[src/rtl/pipeline_ctrl.sv]
// rtl/pipeline_ctrl.sv - hazard and pipeline-sequencing controller for the five-stage pipeline
//
// Purpose:
//   Drives the stall/flush/global_flush controls of the fetch2dec, dec2exec,
//   exec2mem and mem2wb pipeline registers and the PC update select.
//   Handles exceptions, data-memory waits, MDU occupancy, taken branches,
//   load-use hazards and instruction-memory waits, from highest to lowest
//   priority. Also holds the EPC register and a one-cycle exception ack.
//
// Configuration macro:
//   PIPELINE_CTRL_MDU_EN - when defined, the MDU down-counter and MDU_BUSY
//   state are built. When undefined, mdu_start is ignored and mdu_busy is 0.
//
// Ports:
//   clk, rst_n                      clock, asynchronous active-low reset
//   dec_rs/dec_rt, dec_uses_rs/rt   decode-stage source registers and use flags
//   exec_mem_read, exec_rd          exec-stage load and its destination
//   branch_taken                    exec-stage taken branch/jump
//   imem_wait, dmem_wait            memory not-ready indications
//   mdu_start                       MDU operation issuing from exec
//   exc_in, exc_pc                  mem-stage exception and faulting PC
//   pc_stall, pc_sel                PC hold and select (0 seq, 1 branch, 2 vector)
//   stall_*, flush_*, global_flush  pipeline register controls
//   mdu_busy                        MDU operation in progress
//   exc_ack, epc                    exception accepted pulse, captured PC

module pipeline_ctrl #(
  parameter int ADDR_WIDTH     = 32,
  parameter int REG_ADDR_WIDTH = 5,
  parameter int MDU_LATENCY    = 32
) (
  input  logic                      clk,
  input  logic                      rst_n,
  input  logic [REG_ADDR_WIDTH-1:0] dec_rs,
  input  logic [REG_ADDR_WIDTH-1:0] dec_rt,
  input  logic                      dec_uses_rs,
  input  logic                      dec_uses_rt,
  input  logic                      exec_mem_read,
  input  logic [REG_ADDR_WIDTH-1:0] exec_rd,
  input  logic                      branch_taken,
  input  logic                      imem_wait,
  input  logic                      dmem_wait,
  input  logic                      mdu_start,
  input  logic                      exc_in,
  input  logic [ADDR_WIDTH-1:0]     exc_pc,
  output logic                      pc_stall,
  output logic [1:0]                pc_sel,
  output logic                      stall_fetch2dec,
  output logic                      stall_dec2exec,
  output logic                      stall_exec2mem,
  output logic                      stall_mem2wb,
  output logic                      flush_fetch2dec,
  output logic                      flush_dec2exec,
  output logic                      flush_exec2mem,
  output logic                      flush_mem2wb,
  output logic                      global_flush,
  output logic                      mdu_busy,
  output logic                      exc_ack,
  output logic [ADDR_WIDTH-1:0]     epc
);

  localparam logic [1:0] PC_SEQ    = 2'd0;
  localparam logic [1:0] PC_BRANCH = 2'd1;
  localparam logic [1:0] PC_VECTOR = 2'd2;

  typedef enum logic [1:0] {
    ST_RUN         = 2'd0,
    ST_MDU_BUSY    = 2'd1,
    ST_EXC_RECOVER = 2'd2
  } state_e;

  state_e                  state_q, state_d;
  logic [ADDR_WIDTH-1:0]   epc_q, epc_d;
  logic                    exc_ack_q, exc_ack_d;

  logic                    load_use;
  logic                    exc_take;
  logic                    in_mdu;

  assign load_use = exec_mem_read && (exec_rd != '0) &&
                    ((dec_uses_rs && (dec_rs == exec_rd)) ||
                     (dec_uses_rt && (dec_rt == exec_rd)));

  // A second exception arriving during the recovery cycle is dropped.
  assign exc_take = exc_in && (state_q != ST_EXC_RECOVER);

`ifdef PIPELINE_CTRL_MDU_EN
  localparam int CNT_W = $clog2(MDU_LATENCY + 1);

  logic [CNT_W-1:0] cnt_q, cnt_d;
  logic             mdu_issue;

  // The exec-stage instruction only leaves exec when data memory is ready,
  // so an MDU issue is accepted only then.
  assign mdu_issue = (state_q == ST_RUN) && mdu_start && !dmem_wait && !exc_take;
  assign in_mdu    = (state_q == ST_MDU_BUSY);

  always_comb begin
    cnt_d = cnt_q;
    if (exc_take) begin
      cnt_d = '0;
    end else if (mdu_issue) begin
      cnt_d = CNT_W'(MDU_LATENCY);
    end else if (in_mdu && (cnt_q != '0)) begin
      // Keeps counting through dmem_wait so MDU timing is independent of memory.
      cnt_d = cnt_q - 1'b1;
    end
  end

  always_ff @(posedge clk or negedge rst_n) begin
    if (!rst_n) begin
      cnt_q <= '0;
    end else begin
      cnt_q <= cnt_d;
    end
  end
`else
  logic unused_mdu;

  assign in_mdu     = 1'b0;
  assign unused_mdu = mdu_start ^ (MDU_LATENCY > 0);
`endif

  // Next-state logic.
  always_comb begin
    state_d   = state_q;
    epc_d     = epc_q;
    exc_ack_d = 1'b0;
    if (exc_take) begin
      state_d   = ST_EXC_RECOVER;
      epc_d     = exc_pc;
      exc_ack_d = 1'b1;
    end else begin
      unique case (state_q)
        ST_RUN: begin
`ifdef PIPELINE_CTRL_MDU_EN
          if (mdu_issue) begin
            state_d = ST_MDU_BUSY;
          end
`endif
        end
`ifdef PIPELINE_CTRL_MDU_EN
        ST_MDU_BUSY: begin
          if (cnt_q <= CNT_W'(1)) begin
            state_d = ST_RUN;
          end
        end
`endif
        ST_EXC_RECOVER: state_d = ST_RUN;
        default:        state_d = ST_RUN;
      endcase
    end
  end

  // Hazard outputs, zero latency, highest priority first.
  always_comb begin
    pc_stall        = 1'b0;
    pc_sel          = PC_SEQ;
    stall_fetch2dec = 1'b0;
    stall_dec2exec  = 1'b0;
    stall_exec2mem  = 1'b0;
    stall_mem2wb    = 1'b0;
    flush_fetch2dec = 1'b0;
    flush_dec2exec  = 1'b0;
    flush_exec2mem  = 1'b0;
    flush_mem2wb    = 1'b0;
    global_flush    = 1'b0;
    if (exc_take) begin
      global_flush = 1'b1;
      pc_sel       = PC_VECTOR;
    end else if (dmem_wait) begin
      // mem2wb takes a bubble while the load in mem waits.
      pc_stall        = 1'b1;
      stall_fetch2dec = 1'b1;
      stall_dec2exec  = 1'b1;
      stall_exec2mem  = 1'b1;
      flush_mem2wb    = 1'b1;
    end else if (in_mdu) begin
      pc_stall        = 1'b1;
      stall_fetch2dec = 1'b1;
      stall_dec2exec  = 1'b1;
      flush_exec2mem  = 1'b1;
    end else if (branch_taken) begin
      pc_sel          = PC_BRANCH;
      flush_fetch2dec = 1'b1;
      flush_dec2exec  = 1'b1;
    end else if (load_use) begin
      pc_stall        = 1'b1;
      stall_fetch2dec = 1'b1;
      flush_dec2exec  = 1'b1;
    end else if (imem_wait) begin
      pc_stall        = 1'b1;
      flush_fetch2dec = 1'b1;
    end
  end

  always_ff @(posedge clk or negedge rst_n) begin
    if (!rst_n) begin
      state_q   <= ST_RUN;
      epc_q     <= '0;
      exc_ack_q <= 1'b0;
    end else begin
      state_q   <= state_d;
      epc_q     <= epc_d;
      exc_ack_q <= exc_ack_d;
    end
  end

  assign mdu_busy = in_mdu;
  assign exc_ack  = exc_ack_q;
  assign epc      = epc_q;

endmodule
[config.mk]
export PLATFORM = sky130hd
export DESIGN_NAME = pipeline_ctrl
export DESIGN_NICKNAME = d
export VERILOG_FILES = /design/src/rtl/pipeline_ctrl.sv
export SDC_FILE = /design/constraint.sdc
export NUM_CORES = 1
export LEC_CHECK = 0
export CAP_MARGIN = 15
export CORE_MARGIN = 2
export CORE_UTILIZATION = 38
export DETAILED_ROUTE_END_ITERATION = 6
export PLACE_DENSITY = 0.86
export SETUP_SLACK_MARGIN = 0.3
export SLEW_MARGIN = 0
export SYNTH_ARGS = -nofsm -noshare
export SYNTH_HDL_FRONTEND = slang
export SYNTH_SLANG_ARGS = --single-unit
[constraint.sdc]
create_clock -name clk -period 3.05 [get_ports clk]
set_input_delay 0.7625 -clock clk [delete_from_list [all_inputs] [get_ports clk]]
set_output_delay 0.7625 -clock clk [all_outputs]
set_load 0.005 [all_outputs]
==> impl_metrics.yaml <==
# yosys + openroad results
run_status:
  status: "complete, no violations"
critical_path:
  worstSetupEndpoint: "pc_stall"
  critPathArrivalTime_ns: 2.11
  cp.required_ns: 2.29
  critPathMaxStageDelay_ns: 0.32
  crit_path_end_kind: "primary output"
  r2r_end: "epc[0]$_DFFE_PN0P_"
  cp_top_family: "simple AND/OR/NAND/NOR gates"
  reg2reg_depth: 4
  path_max_fanout: 3
  r2r_setup_slack_ns: 1.43
  critPathLaunch: "exec_rd[2]"
power:
  power.share.switching_pct: 23.5
  power_frac_comb_pct: 30.7
  p_int_mw: 0.931
  powerSeq_mw: 0.550
  p_seq_share_pct: 45.2
timing:
  finalSetupViolCount: 0
  final_max_slew_viol_count: 0
  finalCritPeriodShare_pct: 94.2
  rsz0062_at_grt: "yes"
global_routing:
  antenna_found_initial: 0
  grtUsageTotal_pct: 18.7
  grt_max_degree: 35
  globalRouteMet2Util_pct: 34.6
  overflow: 0
  grt_pass1_vias: 1297
clock_network:
  cts_max_path_buffers: 2
  cts_tree: "done"
  path_clk_slew_ns: 0.06
  clk_latency_ns: 0.27
  cts_setup_buffers: 3
  cts_resized: 88
floorplan:
  initCoreUtil_pct: 40.3
  core_area_mm2: 0.00372
  die-width_um: 66.8
  chip_area_mm2: 0.00446
  row_count: 22
placed_design:
  place_ws_ns: -0.626
  gp_congestion: 0.671
  dpl.cell_count: 253
  place_area_mm2: 0.00255
routing:
  drc: 0
  routed_wl_um: 4090
  vias: 1278
  dr.pass1.iters: 4
  via_per_inst: 4.79
finish:
  nets: 276
  drive_above_1_share_pct: 36.5
  antenna_cells: 0
synth:
  synthArstFlopShare_pct: 100
  synth_area_per_cell_um2: 14.0
  yosysUniqueCellTypes: 25
  synth_top_area_share_pct: 56.8
  ys_warn_count: 0
  ys.flops: 34
  ys_seq_share_pct: 56.8
  synthTopCellsByCount: "dfrtp_1, mux2_2, xor2_1"
  netlist_area_mm2: 0.00150
worst_hold_path:
  hold_path_startpoint: "state_q[1]$_DFFE_PN0P_"
  whs_path_depth: 1
  hold_class: "reg2reg"
flow_run:
  warnings: 29
## stage by stage
step,hold WS (ns),TNS [ns],utilization [%]
final,0.485,0,73.1
after global placement,0.473,-1.93,68.7
after CTS,0.486,0,71.5
after global routing,0.518,0,73.1
after floorplan,0.403,0,-
after detailed placement,0.477,-2.22,68.7
## layout by cell type, fill, tap and decap left out
master	n
clkbuf_8	5
buf_6	10
dlygate4sd2_1	4
nor3_1	1
a211oi_2	2
clkdlybuf4s50_1	73
o21ai_4	1
and2_1	1
nor2b_1	1
o21ai_2	1
nor2b_4	2
xor2_2	2
or2_1	1
buf_2	9
nor4_2	2
conb_1	3
clkdlybuf4s15_1	1
inv_1	1
xor2_1	6
a21oi_1	1
o31ai_1	1
dlymetal6s2s_1	4
clkbuf_1	2
mux2_2	32
buf_4	12
or4_4	1
dfrtp_1	34
nor2_1	1
a32oi_1	1
a21o_1	1
nor2_2	1
xnor2_1	2
## state kept, by name, indices dropped and copies added (netlist names)
signal / count
epc: 32
state_q: 1
exc_ack: 1
## layout make-up
type	count	area (µm²)	share of cell area, %
Tap cell	48	60.1	2.21
Sequential cell	34	851	31.3
Timing Repair Buffer	113	1070	39.5
Multi-Input combinational cell	64	651	24.0
Inverter	1	3.75	0.138
Clock buffer	7	76.3	2.81
## routing by layer
metal | vias up | routed length [µm]
li1 | 581 | -
met3 | 5 | 502
met2 | 80 | 2060
met4 | 0 | 35
met5 | - | 0
met1 | 612 | 1490
## cells by family (layout without fill, tap and decap cells)
kind of cell           after synthesis  after routing  synth area share [%]
other                                1              3                 0.250
multiplexers                        32             32                  24.1
XOR/XNOR                            10             10                  5.85
AND-OR/OR-AND                        8              8                  3.93
flip-flops                          34             34                  56.8
AND/OR/NAND/NOR                     11             11                  4.68
buffers and inverters               11            121                  4.43
**Nets reached from selected ports**

Drawn at 8 px/µm.
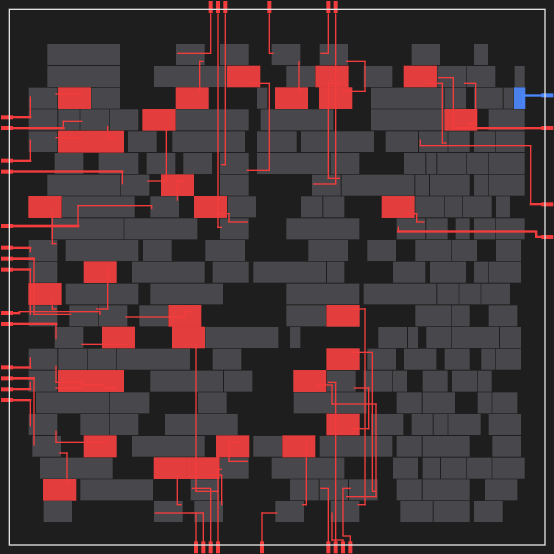
exc_pc: shown in red, bits 32, direction input, edge 14 left, 9 bottom, 6 top, 3 right, end cells 32, buffers 32, wire 623 µm. stall_mem2wb: shown in blue, bits 1, direction output, edge right, end cells 1, buffers 0, wire 3.40 µm.
port bufs: 98
io pins: 103

**The clock network**

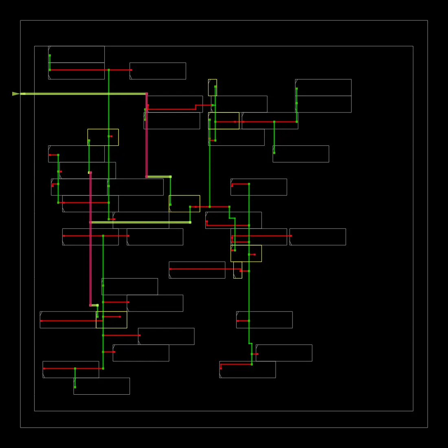
Layout clock buffers: 7
clock buffer count from CTS: 5
P_clk: 0.293 mW

**Cells by drive strength**

Drawn at 6 px/µm.
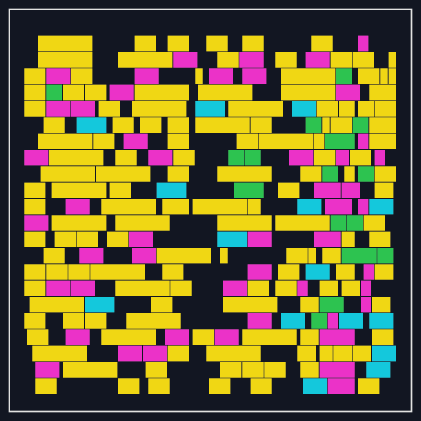
_2 cells: shown in magenta, cells 49, most used mux2_2. _6 and larger: shown in cyan, cells 15, most used buf_6. _0 and _1 cells: shown in yellow, cells 139, most used clkdlybuf4s50_1. _3 and _4 cells: shown in green, cells 16, most used buf_4.
final worst setup slack: 0.176 ns
Signal buffers: 113
Post-Layout Inst Area: 0.00272 mm²
Area Growth Syn to Fin: 81.3%

Power and IR drop assume default switching activity.
